--- config.mk ---
export PLATFORM = sky130hd
export DESIGN_NAME = branch_execute_stage
export DESIGN_NICKNAME = d
export VERILOG_FILES = /design/src/rtl/branch_pkg.sv /design/src/rtl/branch_cmp.sv /design/src/rtl/branch_execute_stage.sv
export SDC_FILE = /design/constraint.sdc
export NUM_CORES = 1
export LEC_CHECK = 0
export ABC_AREA = 1
export CORE_MARGIN = 1
export CORE_UTILIZATION = 41
export CTS_CLUSTER_DIAMETER = 200
export DETAILED_ROUTE_END_ITERATION = 10
export HOLD_SLACK_MARGIN = 0.05
export PLACE_DENSITY = 0.69
export SLEW_MARGIN = 15
export SYNTH_ARGS = -nofsm -noshare
export SYNTH_HDL_FRONTEND = slang
export SYNTH_HIERARCHICAL = 1
export SYNTH_SLANG_ARGS = --single-unit
--- constraint.sdc ---
create_clock -name clk -period 3.6 [get_ports clk]
set_input_delay 0.9 -clock clk [delete_from_list [all_inputs] [get_ports clk]]
set_output_delay 0.9 -clock clk [all_outputs]
set_load 0.01 [all_outputs]
--- src/rtl/branch_pkg.sv ---
// ---------------------------------------------------------------------------
// branch_pkg
// Shared definitions for the execute-stage branch unit:
//   - Funct3 encodings of the conditional branch compares
//   - the control half of the ID/EX pipeline register
//   - the default trap vector used for misaligned control-flow targets
// ---------------------------------------------------------------------------
package branch_pkg;

    localparam logic [2:0] F3_BEQ  = 3'b000;
    localparam logic [2:0] F3_BNE  = 3'b001;
    localparam logic [2:0] F3_BLT  = 3'b100;
    localparam logic [2:0] F3_BGE  = 3'b101;
    localparam logic [2:0] F3_BLTU = 3'b110;
    localparam logic [2:0] F3_BGEU = 3'b111;

    localparam logic [31:0] TRAP_VEC_DEFAULT = 32'h0000_0100;

    // Control fields of one instruction held in E.
    typedef struct packed {
        logic       valid;
        logic       branch;
        logic       jump;
        logic       jalr;
        logic [2:0] funct3;
    } idex_ctrl_t;

    // A bubble only needs valid cleared; the remaining fields are zeroed
    // so a bubble can never look like a branch or jump.
    localparam idex_ctrl_t IDEX_BUBBLE = '0;

endpackage

--- src/rtl/branch_cmp.sv ---
// ---------------------------------------------------------------------------
// branch_cmp
// Combinational conditional-branch compare.
// Ports:
//   a_i      in  W  rs1 operand
//   b_i      in  W  rs2 operand
//   funct3_i in  3  compare type (EQ/NE/LT/GE/LTU/GEU)
//   taken_o  out 1  condition holds; 010/011 are never taken
// ---------------------------------------------------------------------------
module branch_cmp
    import branch_pkg::*;
#(
    parameter int W = 32
) (
    input  logic [W-1:0] a_i,
    input  logic [W-1:0] b_i,
    input  logic [2:0]   funct3_i,
    output logic         taken_o
);

    logic eq;
    logic lt_s;
    logic lt_u;

    assign eq   = (a_i == b_i);
    assign lt_s = ($signed(a_i) < $signed(b_i));
    assign lt_u = (a_i < b_i);

    always_comb begin
        taken_o = 1'b0;
        case (funct3_i)
            F3_BEQ:  taken_o = eq;
            F3_BNE:  taken_o = ~eq;
            F3_BLT:  taken_o = lt_s;
            F3_BGE:  taken_o = ~lt_s;
            F3_BLTU: taken_o = lt_u;
            F3_BGEU: taken_o = ~lt_u;
            default: taken_o = 1'b0;
        endcase
    end

endmodule

--- src/rtl/branch_execute_stage.sv ---
// ---------------------------------------------------------------------------
// branch_execute_stage
// Execute-stage control-flow unit. Holds the ID/EX register for branch and
// jump fields, resolves BEQ..BGEU, JAL and JALR, and drives the fetch
// redirect (PCSrcE/PCTargetE) plus the IF/ID flush. Misaligned targets are
// redirected to TRAP_VEC. Counts retired branches and taken control flow.
// Ports:
//   clk          in   1     rising-edge clock
//   rst          in   1     synchronous reset, active-low
//   StallE       in   1     hold the ID/EX register
//   ValidD       in   1     decode slot holds a real instruction
//   BranchD      in   1     conditional branch
//   JumpD        in   1     JAL or JALR
//   JalrD        in   1     register-relative target
//   Funct3D      in   3     branch compare type
//   RD1D/RD2D    in   XLEN  rs1/rs2 values
//   ImmExtD      in   XLEN  sign-extended immediate
//   PCD          in   XLEN  decode PC
//   PCPlus4D     in   XLEN  decode PC+4
//   PCSrcE       out  1     redirect fetch
//   PCTargetE    out  XLEN  redirect address (0 when E is a bubble)
//   FlushD       out  1     squash IF/ID
//   PCPlus4E     out  XLEN  link value
//   MisalignE    out  1     misaligned-target trap
//   BranchCount  out  32    retired conditional branches
//   TakenCount   out  32    retired taken branches plus jumps
// ---------------------------------------------------------------------------
module branch_execute_stage
    import branch_pkg::*;
#(
    parameter int              XLEN     = 32,
    parameter logic [XLEN-1:0] TRAP_VEC = XLEN'(TRAP_VEC_DEFAULT)
) (
    input  logic            clk,
    input  logic            rst,
    input  logic            StallE,
    input  logic            ValidD,
    input  logic            BranchD,
    input  logic            JumpD,
    input  logic            JalrD,
    input  logic [2:0]      Funct3D,
    input  logic [XLEN-1:0] RD1D,
    input  logic [XLEN-1:0] RD2D,
    input  logic [XLEN-1:0] ImmExtD,
    input  logic [XLEN-1:0] PCD,
    input  logic [XLEN-1:0] PCPlus4D,
    output logic            PCSrcE,
    output logic [XLEN-1:0] PCTargetE,
    output logic            FlushD,
    output logic [XLEN-1:0] PCPlus4E,
    output logic            MisalignE,
    output logic [31:0]     BranchCount,
    output logic [31:0]     TakenCount
);

    // ID/EX register
    idex_ctrl_t      ctrl_q;
    idex_ctrl_t      ctrl_d;
    logic [XLEN-1:0] rd1_q;
    logic [XLEN-1:0] rd2_q;
    logic [XLEN-1:0] imm_q;
    logic [XLEN-1:0] pc_q;
    logic [XLEN-1:0] pcplus4_q;

    // Event counters
    logic [31:0] branch_cnt_q;
    logic [31:0] branch_cnt_d;
    logic [31:0] taken_cnt_q;
    logic [31:0] taken_cnt_d;

    // Resolution signals
    logic            cond_taken;
    logic            take_e;
    logic            retire_e;
    logic [XLEN-1:0] target_base;
    logic [XLEN-1:0] target_sum;
    logic [XLEN-1:0] raw_target;
    logic            misalign_e;

    branch_cmp #(
        .W (XLEN)
    ) u_cmp (
        .a_i      (rd1_q),
        .b_i      (rd2_q),
        .funct3_i (ctrl_q.funct3),
        .taken_o  (cond_taken)
    );

    // One adder serves both JAL/branches (PC-relative) and JALR.
    assign target_base = ctrl_q.jalr ? rd1_q : pc_q;
    assign target_sum  = target_base + imm_q;
    // JALR clears bit 0 of the sum; PC-relative targets keep it as computed.
    assign raw_target  = {target_sum[XLEN-1:1], target_sum[0] & ~ctrl_q.jalr};

    assign take_e     = ctrl_q.valid & (ctrl_q.jump | (ctrl_q.branch & cond_taken));
    // Without compressed instructions any target with bit 1 set is misaligned.
    assign misalign_e = take_e & raw_target[1];
    assign retire_e   = ctrl_q.valid & ~StallE;

    // Next state of the control fields: hold on stall, bubble behind a
    // redirect, otherwise accept the decode slot.
    always_comb begin
        ctrl_d = ctrl_q;
        if (!StallE) begin
            if (take_e) begin
                ctrl_d = IDEX_BUBBLE;
            end else begin
                ctrl_d.valid  = ValidD;
                ctrl_d.branch = BranchD;
                ctrl_d.jump   = JumpD;
                ctrl_d.jalr   = JalrD;
                ctrl_d.funct3 = Funct3D;
            end
        end
    end

    // Counters advance only when the E instruction leaves E, so a stalled
    // instruction is counted once.
    always_comb begin
        branch_cnt_d = branch_cnt_q;
        taken_cnt_d  = taken_cnt_q;
        if (retire_e) begin
            branch_cnt_d = branch_cnt_q + {31'd0, ctrl_q.branch};
            taken_cnt_d  = taken_cnt_q + {31'd0, take_e};
        end
    end

    always_ff @(posedge clk) begin
        if (!rst) begin
            ctrl_q       <= IDEX_BUBBLE;
            rd1_q        <= '0;
            rd2_q        <= '0;
            imm_q        <= '0;
            pc_q         <= '0;
            pcplus4_q    <= '0;
            branch_cnt_q <= '0;
            taken_cnt_q  <= '0;
        end else begin
            ctrl_q       <= ctrl_d;
            branch_cnt_q <= branch_cnt_d;
            taken_cnt_q  <= taken_cnt_d;
            // Datapath fields are don't-care in a bubble, so they simply
            // follow decode whenever E is not stalled.
            if (!StallE) begin
                rd1_q     <= RD1D;
                rd2_q     <= RD2D;
                imm_q     <= ImmExtD;
                pc_q      <= PCD;
                pcplus4_q <= PCPlus4D;
            end
        end
    end

    assign PCSrcE      = take_e;
    assign FlushD      = take_e;
    assign MisalignE   = misalign_e;
    assign PCTargetE   = !ctrl_q.valid ? '0 : (misalign_e ? TRAP_VEC : raw_target);
    assign PCPlus4E    = pcplus4_q;
    assign BranchCount = branch_cnt_q;
    assign TakenCount  = taken_cnt_q;

endmodule

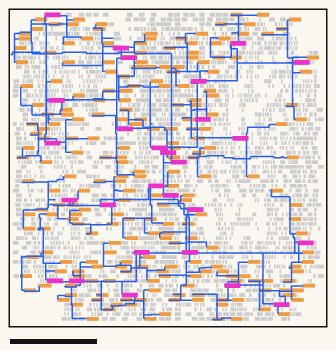
run_1/clock_map.png
The bar under the picture is 50 microns long.
[magenta] cells driving clock nets | count: 27
[orange] flip-flops | count: 231
[blue] clock wires | length: 3250 microns
flops lie: spread over the die
routed clock nets: 28

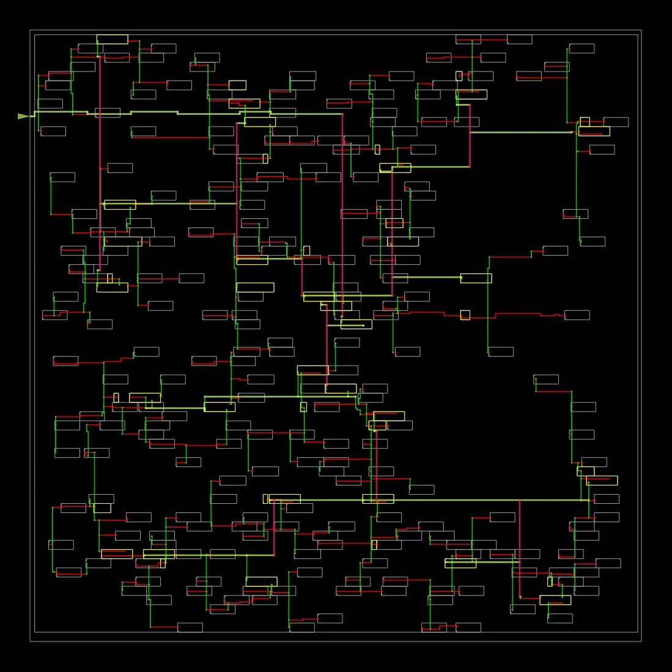
run_1/final_clocks.png
TritonCTS Buffers: 27
power consumed by the clock network: 2.70 mW
Worst Clk Skew: 0.01152 ns

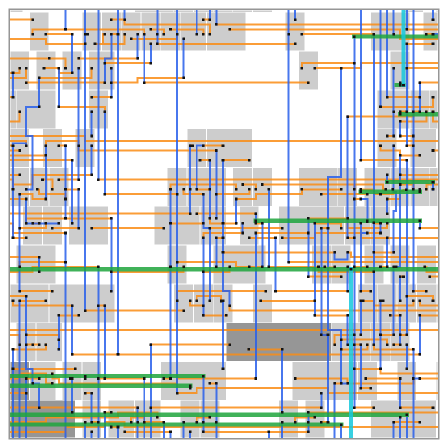
run_1/zoom.png
Region (121, 30) to (151, 60) microns. Cells in gray, sequential cells in the stronger gray; small squares are vias.
[orange] met1
[cyan] met4
[blue] met2
[green] met3
netlist names of flops here include: `imm_q` (1), `pc_q` (1)
most frequent: nand2_1 (33), nor2_1 (14), inv_1 (13)
sequential cells in the window: 2
cells with their middle in the window: 90

==> notes.org, run 1 <==
#+TITLE: Flow metrics

** Status
- Run status :: finished, violations left
- Failing checks :: setup timing

** Setup path
- Logic depth of the worst path, buffers included :: 23
- Setup slack on the worst reg-to-reg path comes out at 0.18 ns.
- Dominant delay contributor by cell family on the critical path :: simple AND/OR/NAND/NOR gates
- Reg-to-reg endpoint :: TakenCount[22]
- STA lists the maximum fanout along the critical path as 4.
- WP data arrival :: 3.22 ns
- Worst EP required :: 2.70 ns
- The timing report notes that buffer and inverter cells on the critical path total 7.

** Finish
- After the last flow step, the layout net total stands at 2710.
- Looking at the area split, the leading class of cells is logic gates.
- Clk_buf instances :: 40
- Fraction of area in registers :: 24.63%
- Of all the cell area in the finished design, the clock network holds 4.572%.
- Storage cell area :: 4658 sq um

** Place
- The detailed placer reported the number of placed instances as 2831.
- Worst Setup Slack post-DPL :: -0.4053 ns
- Buffers added on ports :: 300

** Global route
- The global route stage reports its total congestion overflow as 0.
- Met1 Track Usage GR :: 33.11%
- Total global-route track usage over all layers is 26.22%.
- For this run, global-route usage on met2 was measured as 43.88%.

** Detailed routing
- The detail route stage leaves a number of antenna-violating nets equal to 0.
- Total number of vias :: 14190
- Before antenna repair, the detailed router went through 5 iterations.
- Initial drt markers :: 789
- Topmost layer with routed signal wires :: met5

** Timing
- Final Max Slew Viols :: 0
- # setup viols final :: 33
- The worst path uses 114.4% of the clock period.
- Once routing completed, OpenROAD measured the worst setup slack at -0.5175 ns.

** Synth
- Sequential fraction of the synthesis area :: 35.23%
- A synthesized cell averages 6.332 sq um.
- Mux cell area share :: 0%
- Of the total synthesized cell area, the portion taken by AND-OR and OR-AND cells is 14.48%.

** Pwr
- Registers are responsible for 39.6% of the overall power.
- Leakage Power :: 8.380 nW
- For the combinational group, total power comes out at 1.53 mW.

** Floorplan
- For this floorplan the total number of well-tap instances is 402.
- Floorplan row count :: 65
- The die is 180.9 microns tall.

** Clocking
- Post-CTS timing repair inserted 10 buffers for setup.
- The skew report gives the latency at the later pin of the worst-skew pair as 0.52 ns.
run_1/met2.png
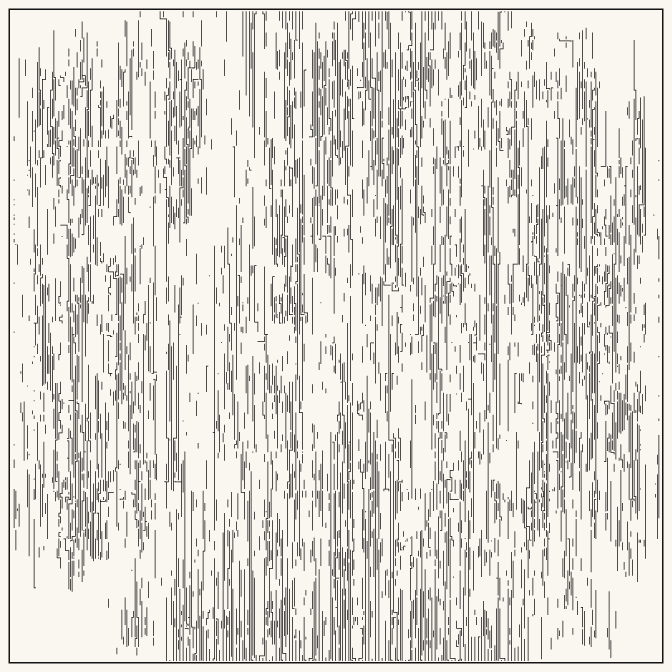

==> inputs of run 2 (changes only) <==
PLACE_DENSITY = 0.71   (was 0.69)
SYNTH_HIERARCHICAL = not set   (was 1)
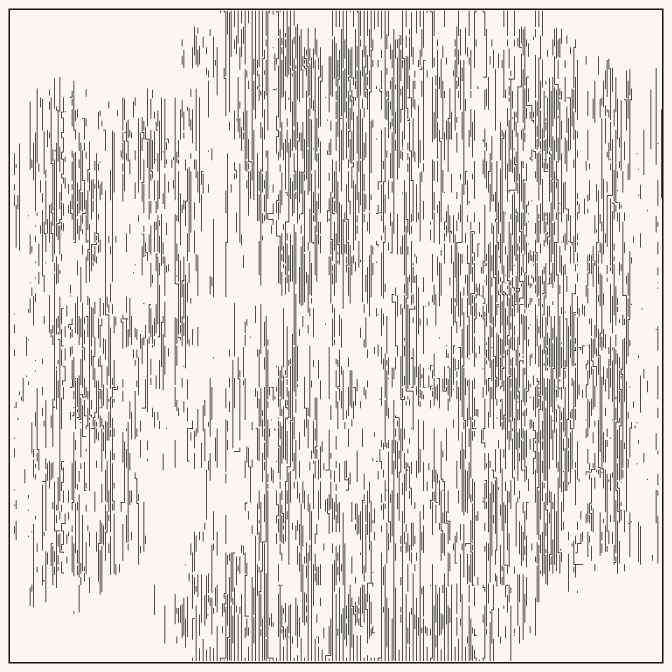
run_2/met2.png
main direction: vertical
wire length on this layer: 19300 microns
longest straight run: 59.3 microns

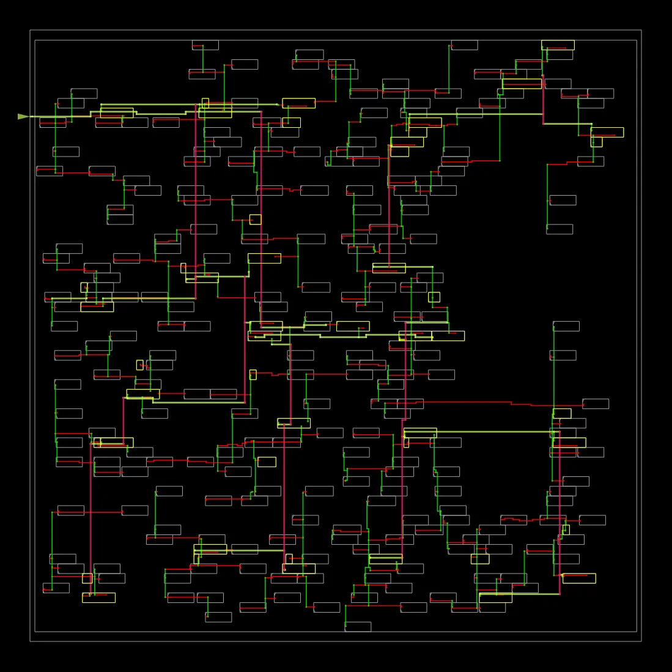
run_2/final_clocks.png
power consumed by the clock network: 2.68 mW
Worst Clk Skew: 0.01519 ns
count of sequential standard cells: 231

==> run 2 against run 1 <==
Effect of this change:
- the run still ends with setup timing left
- wire length is 5.8% lower
- clock skew grew 0.0037 ns
- sequential share of layout area decreased by 0.47 points
==> notes.org, run 2 <==
#+TITLE: Flow metrics

** Setup path
- STA lists the maximum fanout along the critical path as 9.
- Reg-to-reg endpoint :: TakenCount[26]
- Startpoint class of the critical path :: register
- At the worst endpoint, the arrival time is 3.01 ns.
- Logic depth of the worst path, buffers included :: 15
- Data on the critical path is required at its endpoint by 2.70 ns.
- Counting both buffers and inverters, the worst setup path holds a total of 4.
- Dominant delay contributor by cell family on the critical path :: AND-OR/OR-AND gates
- Register-to-Register Setup Slack :: -0.26 ns

** Detailed routing
- The first TritonRoute pass finished after 5 iterations.
- Per the detailed-route log, wirelength across all metal layers totals 41760 microns.
- The highest layer touched by signal routing is met5.
- The violation tally recorded at the end of detailed-routing iteration 0 is 781.
- Wire segments on met3 add up to 3562 microns in the final route.
- Antenna violation net count after detailed routing :: 0
- Metal-1 WL :: 17080 microns
- Per the detail_route report, the via count comes to 13190.

** Pwr
- In this run, flip-flops and latches consume 39.1% of the power.
- Power, Total :: 7.168 mW
- Leakage Power :: 8.114 nW
- Internal power :: 5.132 mW
- Clk network pwr share :: 37.4%
- Cell Pwr Density :: 371.9 nW/um^2
- The flow reports power dissipated in combinational cells as 1.69 mW.

** Global route
- Routing resource usage on met2 recorded by global route was 43.34%.
- Number of antenna violations at the first check in global routing :: 6
- Per the GRT log, the top usage layer is met2.
- Global routing used 6.949% of the available met3 tracks.
- Global-route congestion overflow total :: 0
- Global routing used 25.99% of the available tracks across all layers.
- For met1 alone, demand over resource in global routing was 31.72%.

** Finish
- Storage cell area :: 4658 sq um
- The layout has 36 clock buffers.
- Summing all non-filler instances in the final layout gives an area of 19270 sq um.
- The layout report gives the register share of total cell area as 24.17%.
- Count of multi-input combinational gates :: 1246
- Max-area cell class :: logic gates
- Clock cells make up 4.505% of the layout cell area.
- The net count of the finished layout is 2432.
- The final layout report lists a filler cell count of 2211.
- After layout, the buffer instance count without clock buffers stands at 553.

** Floorplan
- During I/O placement, the number of pins put on the boundary was 301.
- Floorplan-stage core utilization :: 42.06%
- Well-Tap Cells :: 378
- From bottom edge to top edge, the die measures 171.5 microns.
- Floorplan row count :: 61

** Status
- The flow ran to the end, but the final reports show violations.
- Failing checks :: setup timing

** Timing
- Final Max Slew Viols :: 0
- The most critical hold endpoint after final layout shows a slack of 0.4702 ns.
- Per the finish-stage timing summary, setup violations number 51.
- Final worst-path cycle share :: 108.7%
- Summed over all failing endpoints, the final setup total negative slack is -10.63 ns.
- Slack of the critical path :: -0.3130 ns
- Hold-check failures listed in the final report amount to 0.

** Synth
- Summing all multiplexer cells gives an area fraction of 0%.
- Aoi/oai-family share of the synthesized area :: 15.40%
- Average size of a mapped cell :: 6.992 sq um
- For this run, the chip area from Yosys synthesis comes to 11780 sq um.
- Sequential cells were found to cover 39.25% of the synthesized design area.

** Clocking
- Maximum root-to-sink buffer count :: 3
- Buffers inserted during clock tree synthesis total 27.
- Post-CTS timing repair inserted 41 buffers for setup.
- Worst-Skew Late Latency :: 0.55 ns

** Place
- Per the placement log, port buffering inserted 300 buffers.
- Prior to clock tree synthesis, the placed netlist has a worst setup slack of -0.4131 ns.
- Number of cells in the design after placement :: 2486
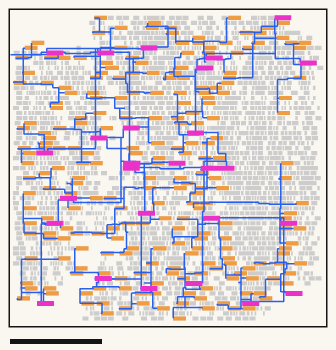
run_2/clock_map.png
The bar under the picture is 50 microns long.
[magenta] cells driving clock nets | count: 27
[orange] flip-flops | count: 231
[blue] clock wires | length: 3180 microns
routed clock nets: 28
flops lie: spread over the die

No activity file was given, so power comes from the tool's default toggle rates.
